**Signal wires on met1**

The bar under the picture is 100 microns long. Supply wires on this layer in grey.
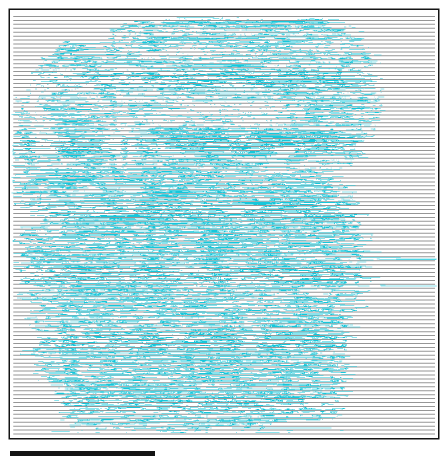
**Signal wires on met2**

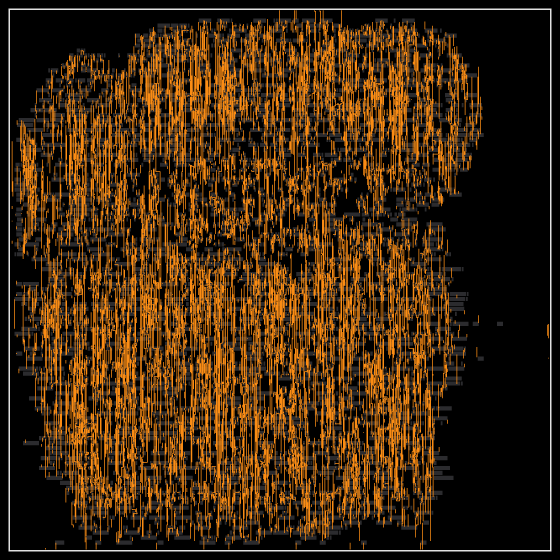
==> src/rtl/gain_interp.sv <==
// Band-to-bin gain interpolator: loads NB_BANDS Q1.15 band gains, then streams
// NB_BINS linearly interpolated bin gains. Optional macro: GAIN_INTERP_SMOOTH_EN.
module gain_interp #(
   parameter int unsigned NB_BANDS = 22,
   parameter int unsigned NB_BINS  = 481
) (
   input  logic        clk,
   input  logic        rst_n,
   input  logic        in_valid,
   input  logic [15:0] in_gain,
   output logic        in_ready,
   output logic        out_valid,
   input  logic        out_ready,
   output logic [15:0] out_gain,
   output logic [8:0]  out_bin,
   output logic        out_last
);

   localparam int unsigned   BW              = $clog2(NB_BANDS);
   localparam logic [8:0]    LAST_INTERP_BIN = 9'd399;
   localparam logic [8:0]    LAST_BIN        = 9'(NB_BINS - 1);
   localparam logic [BW-1:0] LAST_BEAT       = BW'(NB_BANDS - 1);

   typedef enum logic [1:0] {LOAD, INTERP, ZERO} state_t;

   state_t                r_state;
   state_t                w_next;
   logic [15:0]           r_g [NB_BANDS];
   logic [BW-1:0]         r_beat;
   logic [BW-1:0]         r_band;
   logic [BW-1:0]         w_band_nx;
   logic [6:0]            r_j;
   logic [6:0]            w_size;
   logic [15:0]           w_recip;
   logic [8:0]            r_bin;
   logic [15:0]           w_gain_in;
   logic                  w_in_fire;
   logic                  w_out_fire;
   logic [15:0]           w_g0;
   logic [15:0]           w_g1;
   logic [15:0]           w_frac;
   logic signed [16:0]    w_d;
   logic signed [33:0]    w_prod;
   logic signed [33:0]    w_sum;

   assign in_ready   = (r_state == LOAD);
   assign out_valid  = (r_state != LOAD);
   assign out_bin    = r_bin;
   assign out_last   = out_valid && (r_bin == LAST_BIN);
   assign w_in_fire  = in_valid && in_ready;
   assign w_out_fire = out_valid && out_ready;
   assign w_band_nx  = r_band + 1'b1;

   // Band size S_i (bins) and floor(65536/S_i), grouped by equal band width
   always_comb begin
      w_size  = 7'd88;
      w_recip = 16'd744;
      if (r_band < BW'(8)) begin
         w_size  = 7'd4;
         w_recip = 16'd16384;
      end else if (r_band < BW'(12)) begin
         w_size  = 7'd8;
         w_recip = 16'd8192;
      end else if (r_band < BW'(15)) begin
         w_size  = 7'd16;
         w_recip = 16'd4096;
      end else if (r_band < BW'(17)) begin
         w_size  = 7'd24;
         w_recip = 16'd2730;
      end else if (r_band == BW'(17)) begin
         w_size  = 7'd32;
         w_recip = 16'd2048;
      end else if (r_band == BW'(18)) begin
         w_size  = 7'd48;
         w_recip = 16'd1365;
      end else if (r_band == BW'(19)) begin
         w_size  = 7'd72;
         w_recip = 16'd910;
      end
   end

   // Output gain is combinational from held counters, so it stays stable under backpressure
   always_comb begin
      w_g0     = r_g[r_band];
      w_g1     = r_g[w_band_nx];
      w_frac   = {9'b0, r_j} * w_recip;
      w_d      = $signed({1'b0, w_g1}) - $signed({1'b0, w_g0});
      w_prod   = w_d * $signed({1'b0, w_frac});
      w_sum    = (w_prod >>> 16) + $signed({18'b0, w_g0});
      out_gain = (r_state == INTERP) ? 16'(w_sum) : '0;
   end

`ifdef GAIN_INTERP_SMOOTH_EN
   logic [15:0] r_lastg [NB_BANDS];
   logic [31:0] w_decay_p;
   logic [15:0] w_decay;

   assign w_decay_p = {16'b0, r_lastg[r_beat]} * 32'd19661;
   assign w_decay   = 16'(w_decay_p >> 15);
   assign w_gain_in = (in_gain > w_decay) ? in_gain : w_decay;

   always_ff @(posedge clk or negedge rst_n) begin
      if (!rst_n) begin
         for (int unsigned k = 0; k < NB_BANDS; k++) r_lastg[k] <= '0;
      end else if (w_in_fire) begin
         r_lastg[r_beat] <= w_gain_in;
      end
   end
`else
   assign w_gain_in = in_gain;
`endif

   always_ff @(posedge clk or negedge rst_n) begin
      if (!rst_n) r_state <= LOAD;
      else        r_state <= w_next;
   end

   always_comb begin
      w_next = r_state;
      case (r_state)
         LOAD:    if (w_in_fire && r_beat == LAST_BEAT)         w_next = INTERP;
         INTERP:  if (w_out_fire && r_bin == LAST_INTERP_BIN)   w_next = ZERO;
         ZERO:    if (w_out_fire && r_bin == LAST_BIN)          w_next = LOAD;
         default: w_next = LOAD;
      endcase
   end

   always_ff @(posedge clk or negedge rst_n) begin
      if (!rst_n) begin
         r_beat <= '0;
         for (int unsigned k = 0; k < NB_BANDS; k++) r_g[k] <= '0;
      end else if (w_in_fire) begin
         r_g[r_beat] <= w_gain_in;
         r_beat      <= (r_beat == LAST_BEAT) ? '0 : r_beat + 1'b1;
      end
   end

   always_ff @(posedge clk or negedge rst_n) begin
      if (!rst_n) begin
         r_bin  <= '0;
         r_band <= '0;
         r_j    <= '0;
      end else if (w_out_fire) begin
         if (r_state == INTERP) begin
            r_bin <= r_bin + 1'b1;
            if (r_bin == LAST_INTERP_BIN) begin
               r_band <= '0;
               r_j    <= '0;
            end else if (r_j == w_size - 7'd1) begin
               r_band <= w_band_nx;
               r_j    <= '0;
            end else begin
               r_j <= r_j + 1'b1;
            end
         end else begin
            r_bin <= (r_bin == LAST_BIN) ? '0 : r_bin + 1'b1;
         end
      end
   end

endmodule

==> config.mk <==
export PLATFORM = sky130hd
export DESIGN_NAME = gain_interp
export DESIGN_NICKNAME = d
export VERILOG_FILES = /design/src/rtl/gain_interp.sv
export SDC_FILE = /design/constraint.sdc
export NUM_CORES = 2
export LEC_CHECK = 0
export ABC_AREA = 1
export CORE_MARGIN = 2
export CORE_UTILIZATION = 41
export DETAILED_ROUTE_END_ITERATION = 12
export REMOVE_ABC_BUFFERS = 1
export SETUP_SLACK_MARGIN = 0.4
export SLEW_MARGIN = 10
export SYNTH_ARGS = -nofsm -noshare
export SYNTH_HDL_FRONTEND = slang
export SYNTH_SLANG_ARGS = --single-unit
==> constraint.sdc <==
create_clock -name clk -period 20.7 [get_ports clk]
set_input_delay 4.14 -clock clk [delete_from_list [all_inputs] [get_ports clk]]
set_output_delay 4.14 -clock clk [all_outputs]
set_load 0.02 [all_outputs]
==> impl_metrics.toml <==
# flow metrics
[power_and_ir_drop]
sw_frac_of_total_pct = 49.9
pg_comb_mw = 3.02
p_comb_share_pct = 59.7
seq_power_mw = 1.22
cell_internal_pwr_mw = 2.53
p_per_area_nw_per_um2 = 135
p_clk_mw = 0.819
pwr-share-seq_pct = 24.1
p_sw_mw = 2.52
finalPower_mw = 5.06
leakage_nw = 18.0
p_clk_share_pct = 16.2
power_leader = "combinational cells"
ir_drop_mv = 0.149

[logic_synthesis]
synth_cells = 4672
syn_avg_cell_area_sq_um = 7.46
yosysTopAreaCellShare_pct = 27.3
synth_area_sq_um = 34800
simple_gate_share_pct = 16.6
yosys.area_share.xor_xnor_pct = 1.13
top_logic_kind = "adder cells"
async_flop_share_pct = 100
synth-seq-cells = 380
yosys_warnings = 0
top_area_cell = "dfrtp_1"
flop_cell = "dfrtp_1"
synth_cell_types = 58
synthAdderAreaFrac_pct = 23.5
top_cells_by_area = "dfrtp_1 27%, fa_1 18%, o21ai_0 9.3%"
mux_area_share_pct = 0.172
yosysCellCount = 4672
synthAoiAreaFrac_pct = 19.4
synth_seq_share_pct = 27.3
top_cell = "inv_1"
common_cells = "781 x inv_1, 777 x nand2_1, 645 x o21ai_0"
edf_count = 0
ys_area_sq_um = 34800

[setup_path]
rr_startpoint = "r_band[0]"
cp.arrival_ns = 14.67
critPathTopFamily = "adder cells"
cpPeakStageDelay_ns = 0.97
r2r_setup_slack_ns = 17.15
worst-path-stages = 56
crit_slowest_cell = "xor2_1"
critPathKind = "flop to output port"
cp_max_fo = 127
endpoint = "out_gain[15]"
crit_buf_inv = 14
crit_path_end_kind = "output port"
worstPathRequired_ns = 16.56
crit_path_start = "r_band[0]"

[cells_and_area]
nClkBuffers = 69
n_antenna_cell = 0
comb_area_sq_um = 21300
clockNetworkAreaShare_pct = 4.01
fin_cells = 5709
finalNetCount = 5022
seq_cell_count = 380
logic_gate_count = 3215
lay_top_cells = "779 x inv_1, 772 x nand2_1, 645 x o21ai_0, 531 x a21oi_1, 378 x dfrtp_1"
final_area_sq_um = 37600
final_util_pct = 44.8
nonClkBufAreaFrac_pct = 2.19
lay_top_count = "inv_1"
regArea_sq_um = 9520
drive_gt1_share_pct = 4.52
n_all_buffers = 90
largest_cell_class = "logic gates"
seq_share_pct = 25.3
comb_share_pct = 56.6
area_growth_pct = 7.91
largest-register = "r_g"
inverters_excl_clock = 806
n_fill_cell = 8525
largest_register_ffs = 352

[detailed_routing]
route.detailed.drc = 0
dr.first_iter.drc_count = 3160
wl_met2_mm = 49.1
vias = 30900
met3_length_mm = 8.99
wl_per_cell_microns = 19.7
wirelength_mm = 112
firstDrtPassIters = 6
routed.top_layer = "met4"
vias_per_cell = 5.41
met1Wirelength_mm = 50.4
drt.antenna.violating_nets = 0

[placed_design]
place_area_sq_um = 36100
placed_cells = 5625
dp_hpwl_mm = 77.4
io_buffers = 47
finalWeightedCongestion = 0.910
pre_cts_slack_ns = 2.66

[global_routing]
met2_usage_pct = 40.0
use_met1_pct = 38.1
grt_pass1_wl_mm = 176
antenna_found_initial = 2
top_usage_layer = "met2"
grt_pass1_vias = 29700
gr-usage-met3_pct = 3.72
grt_usage_pct = 26.2
grt_max_degree = 169

[timing]
fin_skew_ns = 0.0114
holdWs_ns = 0.483
period_used_pct = 90.9
fmax_mhz = 53.2
setup_violations = 0
setup_tns_ns = 0
max_slew_margin_pct = 17.6
tightest_slew_ns = 1.23
drv_slew = 0
finalCriticalPeriod_ns = 18.81
grt_setup_unrepaired = "false"
setup_slack_ns = 1.89

[clock_network]
path_clk_slew_ns = 0.07
postCtsSetupBuffers = 0
cts_tree = "yes"
cts_hold_buffers = 0
clock-sinks = 380
clockBufferDepth = 3
htreeDepth = 2
cts_buffers = 45
cts_root_buf = "clkbuf_16"
clkLatencyLatePin_ns = 0.58

[floorplan]
dieArea_sq_um = 87300
fp_util_pct = 41.5
chipWidth_microns = 296
die_h_microns = 296
coreArea_sq_um = 84000
taps = 1134
placement_rows = 106

[worst_hold_path]
hold_depth = 2
holdPathEnd = "r_g[251]"
worstHoldPathType = "flop to flop"

[run]
openroad.warnings = 43
maxCapViolations = 0

[outcome]
status = "finished clean"
About 'signal wires on met1':
The layer holds 45% of the routed length. The wires run mostly horizontal. The longest straight run is 77.1 microns. The layer carries 50.4 mm of wire.

About 'signal wires on met2':
The layer carries 49.1 mm of wire. The wires run mostly vertical.

Power and IR drop assume default switching activity.
